`src/rtl/fft_pkg.sv`:
```
// Shared definitions for the FFT stage controller: FSM states and
// default address/twiddle widths.
package fft_pkg;

    localparam int ADDR_W_DEF = 11;
    localparam int TW_W_DEF   = 10;
    localparam int MAX_STAGES = 11;

    typedef enum logic [1:0] {
        IDLE = 2'd0,
        RUN  = 2'd1,
        FIN  = 2'd2
    } fft_state_t;

endpackage

```
`src/rtl/fft_stage_ctrl_if.sv`:
```
// Butterfly command handshake between the stage controller and the
// downstream butterfly datapath.
interface fft_stage_ctrl_if
    import fft_pkg::*;
#(
    parameter int ADDR_W = ADDR_W_DEF,
    parameter int TW_W   = TW_W_DEF
);

    logic              bf_valid;
    logic              bf_ready;
    logic [ADDR_W-1:0] addr_a;
    logic [ADDR_W-1:0] addr_b;
    logic [TW_W-1:0]   tw_idx;
    logic [3:0]        stage_idx;
    logic              last_bf;

    modport master (
        output bf_valid,
        output addr_a,
        output addr_b,
        output tw_idx,
        output stage_idx,
        output last_bf,
        input  bf_ready
    );

    modport slave (
        input  bf_valid,
        input  addr_a,
        input  addr_b,
        input  tw_idx,
        input  stage_idx,
        input  last_bf,
        output bf_ready
    );

endinterface

```
`src/rtl/fft_bf_addr.sv`:
```
// Radix-2 DIT butterfly address generator (bit-reversed in, natural out):
// maps stage s and butterfly b to the sample pair and twiddle exponent.
module fft_bf_addr
    import fft_pkg::*;
#(
    parameter int ADDR_W = ADDR_W_DEF,
    parameter int TW_W   = TW_W_DEF
) (
    input  logic [3:0]        s,
    input  logic [ADDR_W-2:0] b,
    input  logic [3:0]        stages,
    output logic [ADDR_W-1:0] addr_a,
    output logic [ADDR_W-1:0] addr_b,
    output logic [TW_W-1:0]   tw_idx
);

    logic [ADDR_W-1:0] bw;
    logic [ADDR_W-1:0] h;
    logic [ADDR_W-1:0] j;
    logic [ADDR_W-1:0] g;
    logic [3:0]        sh;

    assign bw = {1'b0, b};
    assign h  = ADDR_W'(1) << s;
    assign j  = bw & (h - ADDR_W'(1));
    assign g  = bw >> s;

    // group base is g * 2h, i.e. g shifted by s+1
    assign addr_a = ((g << s) << 1) | j;
    assign addr_b = addr_a + h;

    assign sh     = stages - s - 4'd1;
    assign tw_idx = TW_W'(j << sh);

endmodule

```
`src/rtl/fft_stage_ctrl.sv`:
```
// FFT stage controller: sequences all butterflies of an N-point radix-2
// FFT over a valid/ready command port, with parameter check and watchdog.
module fft_stage_ctrl
    import fft_pkg::*;
#(
    parameter int ADDR_W = ADDR_W_DEF,
    parameter int TW_W   = TW_W_DEF
) (
    input  logic                  clk,
    input  logic                  rst_n,
    input  logic                  start,
    input  logic [3:0]            stage_number,
    input  logic [11:0]           max_point_fft,
    input  logic [15:0]           max_point_fft_core,
    fft_stage_ctrl_if.master      bf,
    output logic                  busy,
    output logic                  done,
    output logic                  param_err,
    output logic                  timeout_err
);

    localparam int BW = ADDR_W - 1;

    fft_state_t state_q, state_n;

    logic [3:0]    s_q, s_n;
    logic [BW-1:0] b_q, b_n;
    logic [3:0]    stages_q, stages_n;
    logic [11:0]   npts_q, npts_n;
    logic [15:0]   wd_lim_q, wd_lim_n;
    logic [15:0]   wd_q, wd_n;

    logic done_n;
    logic perr_n;
    logic tout_n;
    logic valid_n;
    logic last_n;

    logic params_ok;
    logic xfer;
    logic is_last;
    logic final_xfer;
    logic wd_hit;

    logic [BW-1:0] half_m1_q;
    logic [BW-1:0] half_m1_n;

    logic [ADDR_W-1:0] a_n;
    logic [ADDR_W-1:0] bb_n;
    logic [TW_W-1:0]   tw_n;

    assign params_ok = (stage_number != 4'd0)
                    && (stage_number <= 4'(MAX_STAGES))
                    && (max_point_fft == (12'd1 << stage_number));

    assign half_m1_q  = BW'((npts_q >> 1) - 12'd1);
    assign half_m1_n  = BW'((npts_n >> 1) - 12'd1);

    assign xfer       = bf.bf_valid && bf.bf_ready;
    assign is_last    = (b_q == half_m1_q);
    assign final_xfer = xfer && is_last
                     && (s_q == stages_q - 4'd1);
    assign wd_hit     = (wd_lim_q != 16'd0)
                     && (wd_q + 16'd1 == wd_lim_q);

    always_comb begin
        state_n  = state_q;
        s_n      = s_q;
        b_n      = b_q;
        stages_n = stages_q;
        npts_n   = npts_q;
        wd_lim_n = wd_lim_q;
        wd_n     = wd_q;
        done_n   = 1'b0;
        perr_n   = 1'b0;
        tout_n   = 1'b0;
        unique case (state_q)
            IDLE: begin
                if (start) begin
                    stages_n = stage_number;
                    npts_n   = max_point_fft;
                    wd_lim_n = max_point_fft_core;
                    if (params_ok) begin
                        state_n = RUN;
                        s_n     = '0;
                        b_n     = '0;
                        wd_n    = '0;
                    end else begin
                        perr_n = 1'b1;
                    end
                end
            end
            RUN: begin
                wd_n = wd_q + 16'd1;
                if (xfer) begin
                    if (is_last) begin
                        s_n = s_q + 4'd1;
                        b_n = '0;
                    end else begin
                        b_n = b_q + BW'(1);
                    end
                end
                // the final transfer takes priority over the watchdog
                if (final_xfer) begin
                    state_n = FIN;
                    done_n  = 1'b1;
                    s_n     = '0;
                    b_n     = '0;
                    wd_n    = '0;
                end else if (wd_hit) begin
                    state_n = IDLE;
                    tout_n  = 1'b1;
                    s_n     = '0;
                    b_n     = '0;
                    wd_n    = '0;
                end
            end
            FIN: begin
                state_n = IDLE;
            end
            default: begin
                state_n = IDLE;
            end
        endcase
    end

    assign valid_n = (state_n == RUN);
    assign last_n  = valid_n && (b_n == half_m1_n);

    fft_bf_addr #(
        .ADDR_W (ADDR_W),
        .TW_W   (TW_W)
    ) u_addr (
        .s      (s_n),
        .b      (b_n),
        .stages (stages_n),
        .addr_a (a_n),
        .addr_b (bb_n),
        .tw_idx (tw_n)
    );

    always_ff @(posedge clk or negedge rst_n) begin
        if (!rst_n) begin
            state_q      <= IDLE;
            s_q          <= '0;
            b_q          <= '0;
            stages_q     <= '0;
            npts_q       <= '0;
            wd_lim_q     <= '0;
            wd_q         <= '0;
            bf.bf_valid  <= 1'b0;
            bf.addr_a    <= '0;
            bf.addr_b    <= '0;
            bf.tw_idx    <= '0;
            bf.stage_idx <= '0;
            bf.last_bf   <= 1'b0;
            busy         <= 1'b0;
            done         <= 1'b0;
            param_err    <= 1'b0;
            timeout_err  <= 1'b0;
        end else begin
            state_q      <= state_n;
            s_q          <= s_n;
            b_q          <= b_n;
            stages_q     <= stages_n;
            npts_q       <= npts_n;
            wd_lim_q     <= wd_lim_n;
            wd_q         <= wd_n;
            bf.bf_valid  <= valid_n;
            bf.addr_a    <= valid_n ? a_n : '0;
            bf.addr_b    <= valid_n ? bb_n : '0;
            bf.tw_idx    <= valid_n ? tw_n : '0;
            bf.stage_idx <= valid_n ? s_n : '0;
            bf.last_bf   <= last_n;
            busy         <= valid_n;
            done         <= done_n;
            param_err    <= perr_n;
            timeout_err  <= tout_n;
        end
    end

endmodule

```
`src/flat_wrapper.sv`:
```
// flat-port wrapper written by rule: the top's interface ports become plain ports
module fft_stage_ctrl_flat import fft_pkg::*;
#(
    parameter int ADDR_W = ADDR_W_DEF,
    parameter int TW_W   = TW_W_DEF
)
  (clk, rst_n, start, stage_number, max_point_fft, max_point_fft_core, busy, done, param_err, timeout_err, bf_bf_valid, bf_addr_a, bf_addr_b, bf_tw_idx, bf_stage_idx, bf_last_bf, bf_bf_ready);
  fft_stage_ctrl_if #(.ADDR_W(ADDR_W), .TW_W(TW_W)) bf_i ();
  input  logic clk;
  input  logic rst_n;
  input  logic start;
  input  logic [3:0] stage_number;
  input  logic [11:0] max_point_fft;
  input  logic [15:0] max_point_fft_core;
  output logic busy;
  output logic done;
  output logic param_err;
  output logic timeout_err;
  output wire logic [$bits(bf_i.bf_valid)-1:0] bf_bf_valid;
  output wire logic [$bits(bf_i.addr_a)-1:0] bf_addr_a;
  output wire logic [$bits(bf_i.addr_b)-1:0] bf_addr_b;
  output wire logic [$bits(bf_i.tw_idx)-1:0] bf_tw_idx;
  output wire logic [$bits(bf_i.stage_idx)-1:0] bf_stage_idx;
  output wire logic [$bits(bf_i.last_bf)-1:0] bf_last_bf;
  input wire logic [$bits(bf_i.bf_ready)-1:0] bf_bf_ready;
  assign bf_bf_valid = bf_i.bf_valid;
  assign bf_addr_a = bf_i.addr_a;
  assign bf_addr_b = bf_i.addr_b;
  assign bf_tw_idx = bf_i.tw_idx;
  assign bf_stage_idx = bf_i.stage_idx;
  assign bf_last_bf = bf_i.last_bf;
  assign bf_i.bf_ready = bf_bf_ready;
  fft_stage_ctrl #(.ADDR_W(ADDR_W), .TW_W(TW_W)) u_core (.clk(clk), .rst_n(rst_n), .start(start), .stage_number(stage_number), .max_point_fft(max_point_fft), .max_point_fft_core(max_point_fft_core), .bf(bf_i), .busy(busy), .done(done), .param_err(param_err), .timeout_err(timeout_err));
endmodule
```
`config.mk`:
```
export PLATFORM = sky130hd
export DESIGN_NAME = fft_stage_ctrl_flat
export DESIGN_NICKNAME = d
export VERILOG_FILES = /design/src/rtl/fft_pkg.sv /design/src/rtl/fft_stage_ctrl_if.sv /design/src/rtl/fft_bf_addr.sv /design/src/rtl/fft_stage_ctrl.sv /design/src/flat_wrapper.sv
export SDC_FILE = /design/constraint.sdc
export NUM_CORES = 1
export LEC_CHECK = 0
export ABC_AREA = 1
export CAP_MARGIN = 20
export CORE_ASPECT_RATIO = 2
export CORE_MARGIN = 4
export CORE_UTILIZATION = 45
export CTS_BUF_LIST = sky130_fd_sc_hd__clkbuf_4
export DETAILED_ROUTE_END_ITERATION = 10
export PLACE_DENSITY = 0.71
export SETUP_SLACK_MARGIN = 0.5
export SLEW_MARGIN = 20
export SYNTH_ARGS = -nofsm -noshare
export SYNTH_HDL_FRONTEND = slang
export SYNTH_HIERARCHICAL = 1
export SYNTH_SLANG_ARGS = --single-unit
```
`constraint.sdc`:
```
create_clock -name clk -period 13.5 [get_ports clk]
set_clock_uncertainty 0.2 [all_clocks]
set_input_delay 1.35 -clock clk [delete_from_list [all_inputs] [get_ports clk]]
set_output_delay 1.35 -clock clk [all_outputs]
set_load 0.02 [all_outputs]
```
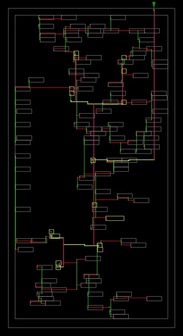
Fig. 1. Clock nets (run 1).
CTS Buf Count: 9
Clock group: 0.175 mW
number of clock buffers in the layout: 10
Clk Latency, worst-skew pair: 0.49 ns

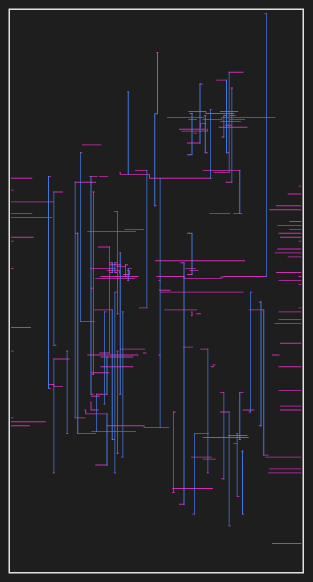
Fig. 2. Wiring by layer (run 1).
Two of the layers only.
Key: met4 = blue [wire length 1900 µm]; met3 = magenta [wire length 958 µm]
wire length per cell: 16.7 µm
gr usage total: 25.3%
Post-Route WL: 24200 µm
vias: 7786

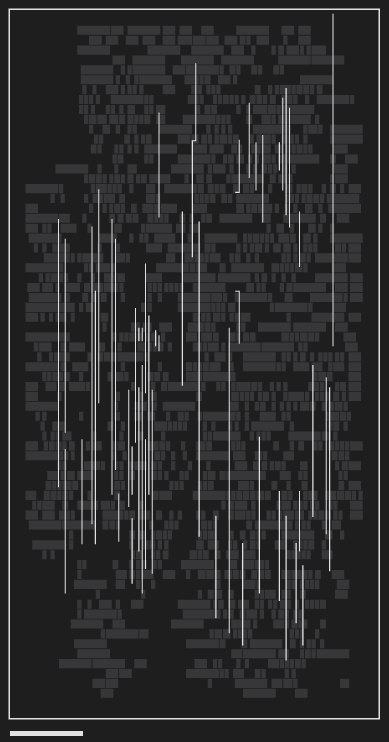
Fig. 3. Metal 4 (run 1).
Bar = 20 µm.
47 nets have wire on it. The layer holds 7.9% of the routed length. The longest straight run is 91.1 µm. The layer carries 1900 µm of wire.

==> impl_metrics.ini, run 1 <==
; flow metrics
[timing]
timing.setup.tns_ns = 0
post-route-min-period_ns = 7.37
grt_setup_unrepaired = no
final_hold_viol_count = 0

[power_and_ir_drop]
combPwrFrac_pct = 19.7
netSwitchingPower_mw = 0.201
p_total_mw = 0.626
power.density_nw_per_um2 = 70.5
power_frac_seq_pct = 52.4
ir_drop_mv = 0.0397

[die]
die.size.y_um = 195
core_area_um2 = 17200

[worst_setup_path]
r2r_end = u_core/bf.addr_b[9]
worst_setup_path_end_kind = flop
startpoint_type = input port
r2r_slack_ns = 6.29
critPathMostFrequentCell = inv_1
slowest_stage = nand4_1

[synthesis]
flop_cell = dfrtp_1
most_common_cell = nand2_1
numSynthFlops = 103
yosys-top-cells-count = nand2_1 (315), inv_1 (166), nor2_1 (146), nand3_1 (111), dfrtp_1 (103)
syn-num-nets = 1229

[final_layout]
drive_gt1_share_pct = 8.21
area_delta_synth_final_pct = 13.4

[drt]
post_drt_via_cell_ratio = 5.36

[placement]
dp_cells = 1436
numPortBuffers = 77
placedInstanceArea_um2 = 8730
dp_slack_ns = 5.80

[worst_hold_path]
hold_path_depth = 3

[clocking]
clk_pin_slew_ns = 0.17
cts_resized = 0
ctsLongestPathBuffers = 2

[status]
status = completed
==> run 1: through the flow <==
stage	hold WS (ns)	utilization [%]
2_1_floorplan	0.304	-
3_3_place_gp	0.337	50.8
3_5_place_dp	0.337	50.8
4_1_cts	0.360	51.7
5_1_grt	0.408	51.7
6_report	0.355	51.7
==> run 1: registers in the layout (all words and copies together), names as in the netlist, 10 cells and up <==
| register | count |
|---|---|
| u_core/bf.tw_idx | 10 |
| u_core/b_q | 10 |
| u_core/wd_lim_q | 16 |
| u_core/bf.addr_a | 11 |
| u_core/npts_q | 10 |
| u_core/wd_q | 16 |
| u_core/bf.addr_b | 11 |
==> run 1: area by class of cell <==
cell class | instances | area (µm²) | area share [%]
tap | 210 | 263 | 2.96
clock buffer | 10 | 75.1 | 0.844
sequential | 103 | 2580 | 29.0
clock inverter | 6 | 78.8 | 0.887
inverter | 179 | 676 | 7.60
antenna | 1 | 2.50 | 0.0281
multi-input combinational | 863 | 4420 | 49.7
timing repair buffer | 81 | 798 | 8.98
==> run 1: metal layers <==
layer	up-vias	global-route usage, %	share of wire, %
met4	0	18.0	7.9
met5	-	0	0
met1	3589	24.6	34
li1	3832	-	-
met2	258	47.3	54
met3	107	2.59	4.0
==> run 1: power groups by stage <==
| stage | clock network (mW) | logic, mW | registers [mW] |
|---|---|---|---|
| after global routing | 0.193 | 0.141 | 0.330 |
| final | 0.175 | 0.123 | 0.328 |
| after floorplan | 0 | 0.0831 | 0.331 |
| after global placement | 0 | 0.122 | 0.334 |
| after detailed placement | 0 | 0.123 | 0.334 |
| after CTS | 0.183 | 0.124 | 0.328 |
==> run 1: worst max-delay path, delay by kind of cell <==
| kind | cells | cell delay (ns) |
|---|---|---|
| compound gates | 7 | 1.38 |
| buf+inv | 9 | 1.91 |
| simple gates | 9 | 2.07 |
| fa+ha+maj | 2 | 0.68 |
| xor+xnor | 1 | 0.18 |
==> run 1: cell usage in the layout, fill, tap and decap left out, types with 5 or more instances in the layout <==
master	Yosys	routed
o21ai_0	33	31
nand3_2	13	13
nand2_1	315	315
buf_4	9	5
a21oi_1	38	38
xnor2_1	11	11
nand4_1	13	13
nor2_2	12	12
o211ai_1	7	7
o22ai_1	13	13
nand3_1	111	111
nand2_2	19	19
inv_2	9	9
nor2_1	146	146
nor2_4	5	5
inv_1	166	166
dfrtp_1	103	103
o21ai_1	22	24
clkbuf_4	0	10
ha_1	19	19
xor2_1	30	30
nor3_1	16	16
mux2_2	6	6
nand3b_1	5	5
clkdlybuf4s50_1	0	76
==> run 1: logic make-up (layout without fill, tap and decap cells) <==
kind of cell | count (synthesis) | count (layout) | share of synthesized area (%)
multiplexers | 6 | 6 | 0.862
flip-flops | 103 | 103 | 32.9
adder cells (fa/ha/maj) | 21 | 21 | 3.54
AND/OR/NAND/NOR | 667 | 667 | 38.1
buffers and inverters | 206 | 276 | 10.7
other | 1 | 2 | 0.0479
AND-OR/OR-AND | 125 | 125 | 8.83
XOR/XNOR | 43 | 43 | 5.00
==> run 1 -> run 2 <==
- PLACE_DENSITY: 0.71 -> 0.74
- clock period: 13.5 -> 6.2 ns (I/O delays scaled with it)
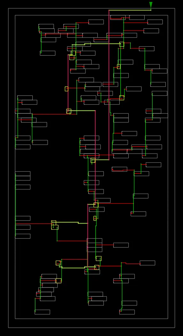
Fig. 4. Clock nets (run 2).
Clock group: 0.338 mW
Clk Latency, worst-skew pair: 0.51 ns
CTS sink cnt: 103

==> impl_metrics.ini, run 2 <==
; flow metrics
[status]
status = completed

[placement]
dp_cells = 1455
numPortBuffers = 77
placedInstanceArea_um2 = 8880

[timing]
setup_violations = 0
timing.setup.tns_ns = 0
maxSlewViolCount = 0
post-route-min-period_ns = 5.30
grt_setup_unrepaired = no
max_slew.worst_pin.slew_ns = 0.880
final_hold_viol_count = 0
hold_slack_ns = 0.367

[clocking]
htreeDepth = 3
cts_buffers = 9
clk_pin_slew_ns = 0.18
cts_tree = done
ctsLongestPathBuffers = 2

[synthesis]
numSynthFlops = 103
ys_sh_simple_pct = 38.1
ys_sh_mux_pct = 0.862
yosys-top-cells-count = nand2_1 (315), inv_1 (166), nor2_1 (146), nand3_1 (111), dfrtp_1 (103)
yosysCellCount = 1172
syn_area_um2 = 7840
ys_seq_share_pct = 32.9
top_area_share_pct = 32.9
fa_ha_area_share_pct = 3.54
flop_cell = dfrtp_1
synthTopLogicFamily = simple AND/OR/NAND/NOR gates
synth_cells = 1172
xor_area_share_pct = 5.00
top_area_cell = dfrtp_1
ys_sh_aoi_pct = 8.83
most_common_cell = nand2_1
syn-num-nets = 1229

[worst_setup_path]
critPathRequiredTime_ns = 6.43
slowest_stage = dfrtp_1
startpoint_type = flop
critPathMostFrequentCell = nand2_1
worst_setup_path_end_kind = flop

[die]
die_x_um = 101
fp_util_pct = 45.6
chip_area_um2 = 19700
num_io_pins = 78
die.size.y_um = 195
core_area_um2 = 17200

[final_layout]
drive_gt1_share_pct = 11.3
finalNonFillerCells = 1476
final_area_um2 = 9120
lay_top_cells = nand2_1 (314), inv_1 (164), nor2_1 (139)
area_delta_synth_final_pct = 16.4
reg_top3 = u_core/wd_lim_q: 16 flops, u_core/wd_q: 16 flops
lay_top_count = nand2_1

[grt]
antenna_found_initial = 1
grt.total_usage_pct = 25.1
grt_max_degree = 71
grt_first_pass_wirelength_um = 38600

[power_and_ir_drop]
ir_drop_mv = 0.0741
power.density_nw_per_um2 = 146

[flow_run]
log.warning_count = 29

[drt]
routed_wl_um = 24200
post_drt_via_cell_ratio = 5.34
vias = 7876
wl_met3_um = 864
route.met2.wl_um = 13300
wl_per_cell_um = 16.4
wirelength_met1_um = 7980
first_iter_violations = 285
final_antenna_net_count = 0
highest_layer = met4

[worst_hold_path]
min_path_type = flop to flop
run 2: cell counts after synthesis:
Identical to the previous run, type by type.
run 2: repair_timing:
item	4_1_cts	5_1_grt
buffers inserted	0	3
resized	0	30
endpoints found under the hold margin	33	0
hold buffers	1	0
endpoints found under the setup margin	0	9
run 2: cell type report:
type,instances,area [µm²]
Antenna cell,1,2.50
Timing Repair Buffer,104,985
Tap cell,210,263
Clock buffer,10,75.1
Clock inverter,6,42.5
Inverter,179,678
Multi-Input combinational cell,863,4500
Fill cell,1751,8060
Sequential cell,103,2580
run 2: critical path: cells and delay by family (launching register included):
kind	cells	cell delay [ns]
xor+xnor	1	0.14
simple gates	17	2.11
buf+inv	6	0.91
fa+ha+maj	2	0.53
compound gates	7	0.93
flops	1	0.41
run 2: routing by layer:
metal,up-vias,track usage [%]
li1,3887,-
met1,3629,22.6
met2,241,47.5
met3,119,3.45
met4,0,19.5
met5,-,0
run 2: per-stage QoR:
step | utilization (%) | power (mW) | setup slack, ns
floorplan | - | 0.902 | 1.36
global placement | 51.6 | 0.991 | 0.402
detailed placement | 51.6 | 0.994 | 0.345
CTS | 52.4 | 1.34 | 0.516
global route | 53.1 | 1.40 | 0.495
finish | 53.1 | 1.33 | 0.898
run 2: cell families after synthesis:
kind of cell | after synthesis
buffers and inverters | 206
and+or+nand+nor | 667
AOI/OAI and AO/OA | 125
adders and majority gates | 21
muxes | 6
xor gates and xnor gates | 43
other | 1
DFF | 103
run 2: path summary, 6_finish.rpt:
kind | endpoint | from | cells after the start | slack (ns)
worst max-delay path | u_core/bf.addr_b[8] | u_core/npts_q[1] | 33 | 0.90
worst min-delay path | u_core/param_err | u_core/state_q[0] | 3 | 0.37
worst max register to register | u_core/bf.addr_b[8] | u_core/npts_q[1] | 33 | 0.90
worst min register to register | u_core/param_err | u_core/state_q[0] | 3 | 0.37
max in group asynchronous | u_core/wd_q[0] | rst_n | 3 | 4.11
min in group asynchronous | u_core/npts_q[4] | rst_n | 2 | 0.38
run 2: report_power, final:
group	switching (mW)	internal (mW)
logic	0.170	0.106
clock network	0.248	0.0902
registers	0.0204	0.693
==> run 2 -> run 3 <==
- REMOVE_ABC_BUFFERS: unset -> 1
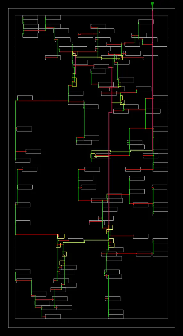
Fig. 5. Clock nets (run 3).
Clock group: 0.336 mW
Seq cells: 103
Clk Latency, worst-skew pair: 0.49 ns

==> impl_metrics.ini, run 3 <==
; flow metrics
[status]
status = completed

[timing]
fin_crit_sh_pct = 88.6
max_slew.worst_pin.slew_ns = 0.926
final_hold_viol_count = 0
setup_violations = 0
max_slew_margin_pct = 37.6
setup_slack_ns = 0.710
grt_setup_unrepaired = yes
maxSlewViolCount = 0
timing.setup.tns_ns = 0
post-route-min-period_ns = 5.49

[flow_run]
log.warning_count = 28
drv_cap = 0

[drt]
routed_wl_um = 27300
first_iter_violations = 343
vias = 8132
drcViolationCount = 0
wl_per_cell_um = 18.1
post_drt_via_cell_ratio = 5.38
final_antenna_net_count = 0

[synthesis]
synth_cells = 1172
yosysWarnings = 6
yosys-top-cells-area = dfrtp_1 (33%), nand2_1 (15%), inv_1 (8.0%), nand3_1 (7.1%), nor2_1 (7.0%)
yosys_area_um2 = 7840
ys_seq_share_pct = 32.9
yosys-top-cells-count = nand2_1 (315), inv_1 (166), nor2_1 (146), nand3_1 (111), dfrtp_1 (103)
flop_cell = dfrtp_1
top_area_cell = dfrtp_1
most_common_cell = nand2_1
yosysCellCount = 1172
numSynthFlops = 103
edf_count = 0
synth.avg_cell_area_um2 = 6.69
top_area_share_pct = 32.9
syn_area_um2 = 7840

[clocking]
clk_pin_slew_ns = 0.18
clkSinkCount = 103
ctsLongestPathBuffers = 2
htreeDepth = 3
cts_tree = done
cts_buffers = 9
cts_hold_buffers = 0

[worst_setup_path]
critPathRequiredTime_ns = 6.40
slowest_stage = dfrtp_1
worst_setup_path_end_kind = flop
critPathKind = flop to flop
critPathMostFrequentCell = nand2_1
arrival_ns = 5.69
startpoint_type = flop

[final_layout]
lay_top_count = nand2_1
fin_nets = 1353
final_area_um2 = 9520
reg_top3 = u_core/wd_lim_q: 16 flops, u_core/wd_q: 16 flops
drive_gt1_share_pct = 15.2
n_fill_cell = 1732
final_util_pct = 55.4
area_delta_synth_final_pct = 21.5
lay_top_cells = nand2_1 (310), inv_1 (161), nor2_1 (132)

[placement]
dp_slack_ns = 0.213
placedInstanceArea_um2 = 8930
numPortBuffers = 77

[power_and_ir_drop]
ir_drop_mv = 0.0845
p_total_mw = 1.35
power.density_nw_per_um2 = 142

[grt]
first_global_vias = 8197
grt_first_pass_wirelength_um = 41800
antenna_found_initial = 1
grt.total_usage_pct = 27.8
overflow = 0
grt_max_degree = 65

[die]
num_io_pins = 78
core_area_um2 = 17200
row_count = 68
die_x_um = 101
die.size.y_um = 195
fp_util_pct = 45.6
chip_area_um2 = 19700

[worst_hold_path]
min_path_type = input port to async pin
## run 3: cell families (layout without fill, tap and decap cells)
family / Yosys count / in the layout / synth area share (%)
adders and majority gates: 21 / 21 / 3.54
muxes: 6 / 6 / 0.862
other: 1 / 2 / 0.0479
and+or+nand+nor: 667 / 667 / 38.1
xor gates and xnor gates: 43 / 43 / 5.00
DFF: 103 / 103 / 32.9
AOI/OAI and AO/OA: 125 / 125 / 8.83
buffers and inverters: 206 / 335 / 10.7
## run 3: critical path, delay by kind of cell (launching register included)
family / cells / cell delay (ns)
DFF: 1 / 0.40
and+or+nand+nor: 17 / 1.91
AOI/OAI and AO/OA: 9 / 1.35
adders and majority gates: 2 / 0.63
buffers and inverters: 7 / 0.79
xor gates and xnor gates: 1 / 0.14
## run 3: cell type report
| class | instances | area, µm² | area share [%] |
|---|---|---|---|
| tap | 210 | 263 | 2.76 |
| antenna | 1 | 2.50 | 0.0263 |
| inverter | 179 | 683 | 7.17 |
| timing repair buffer | 140 | 1290 | 13.6 |
| clock inverter | 6 | 45.0 | 0.473 |
| sequential | 103 | 2580 | 27.1 |
| multi-input combinational | 863 | 4580 | 48.1 |
| clock buffer | 10 | 75.1 | 0.788 |
## run 3: what timing repair did
action / CTS / global route
endpoints found under the setup margin: 6 / 7
setup buffers: 9 / 25
gates cloned: 0 / 1
pin swaps: 4 / 16
gates resized: 11 / 39
## run 3: path summary, 6_finish.rpt
kind,startpoint,slack (ns),depth (start not counted),endpoint
max in group asynchronous,rst_n,4.72,2,u_core/bf.stage_idx[2]
min in group clk,u_core/wd_lim_q[11],0.37,2,u_core/wd_lim_q[11]
setup / recovery,u_core/npts_q[1],0.71,36,u_core/bf.addr_b[8]
hold reg to reg,u_core/wd_lim_q[11],0.37,2,u_core/wd_lim_q[11]
setup reg to reg,u_core/npts_q[1],0.71,36,u_core/bf.addr_b[8]
hold / removal,rst_n,0.02,1,u_core/npts_q[10]
## run 3: through the flow
stage	instances	hold slack (ns)
6_report	1512	0.0201
4_1_cts	1485	0.0167
2_1_floorplan	1145	0.124
5_1_grt	1512	0.0610
3_5_place_dp	1460	0.337
3_3_place_gp	1460	0.327
## run 3: layer usage
layer / part of all wire [%] / up-vias / track usage [%]
met5: 0 / - / 0
met4: 10 / 0 / 23.5
met3: 2.8 / 134 / 2.91
met2: 56 / 250 / 53.8
met1: 31 / 3802 / 23.7
li1: - / 3946 / -
## run 3: report_power, final
part	total [mW]	internal (mW)	switching [mW]
Combinational	0.298	0.112	0.186
Sequential	0.714	0.693	0.0208
Clock	0.336	0.0902	0.245
Power figures rest on the tool's default switching activity, not on a simulated workload.
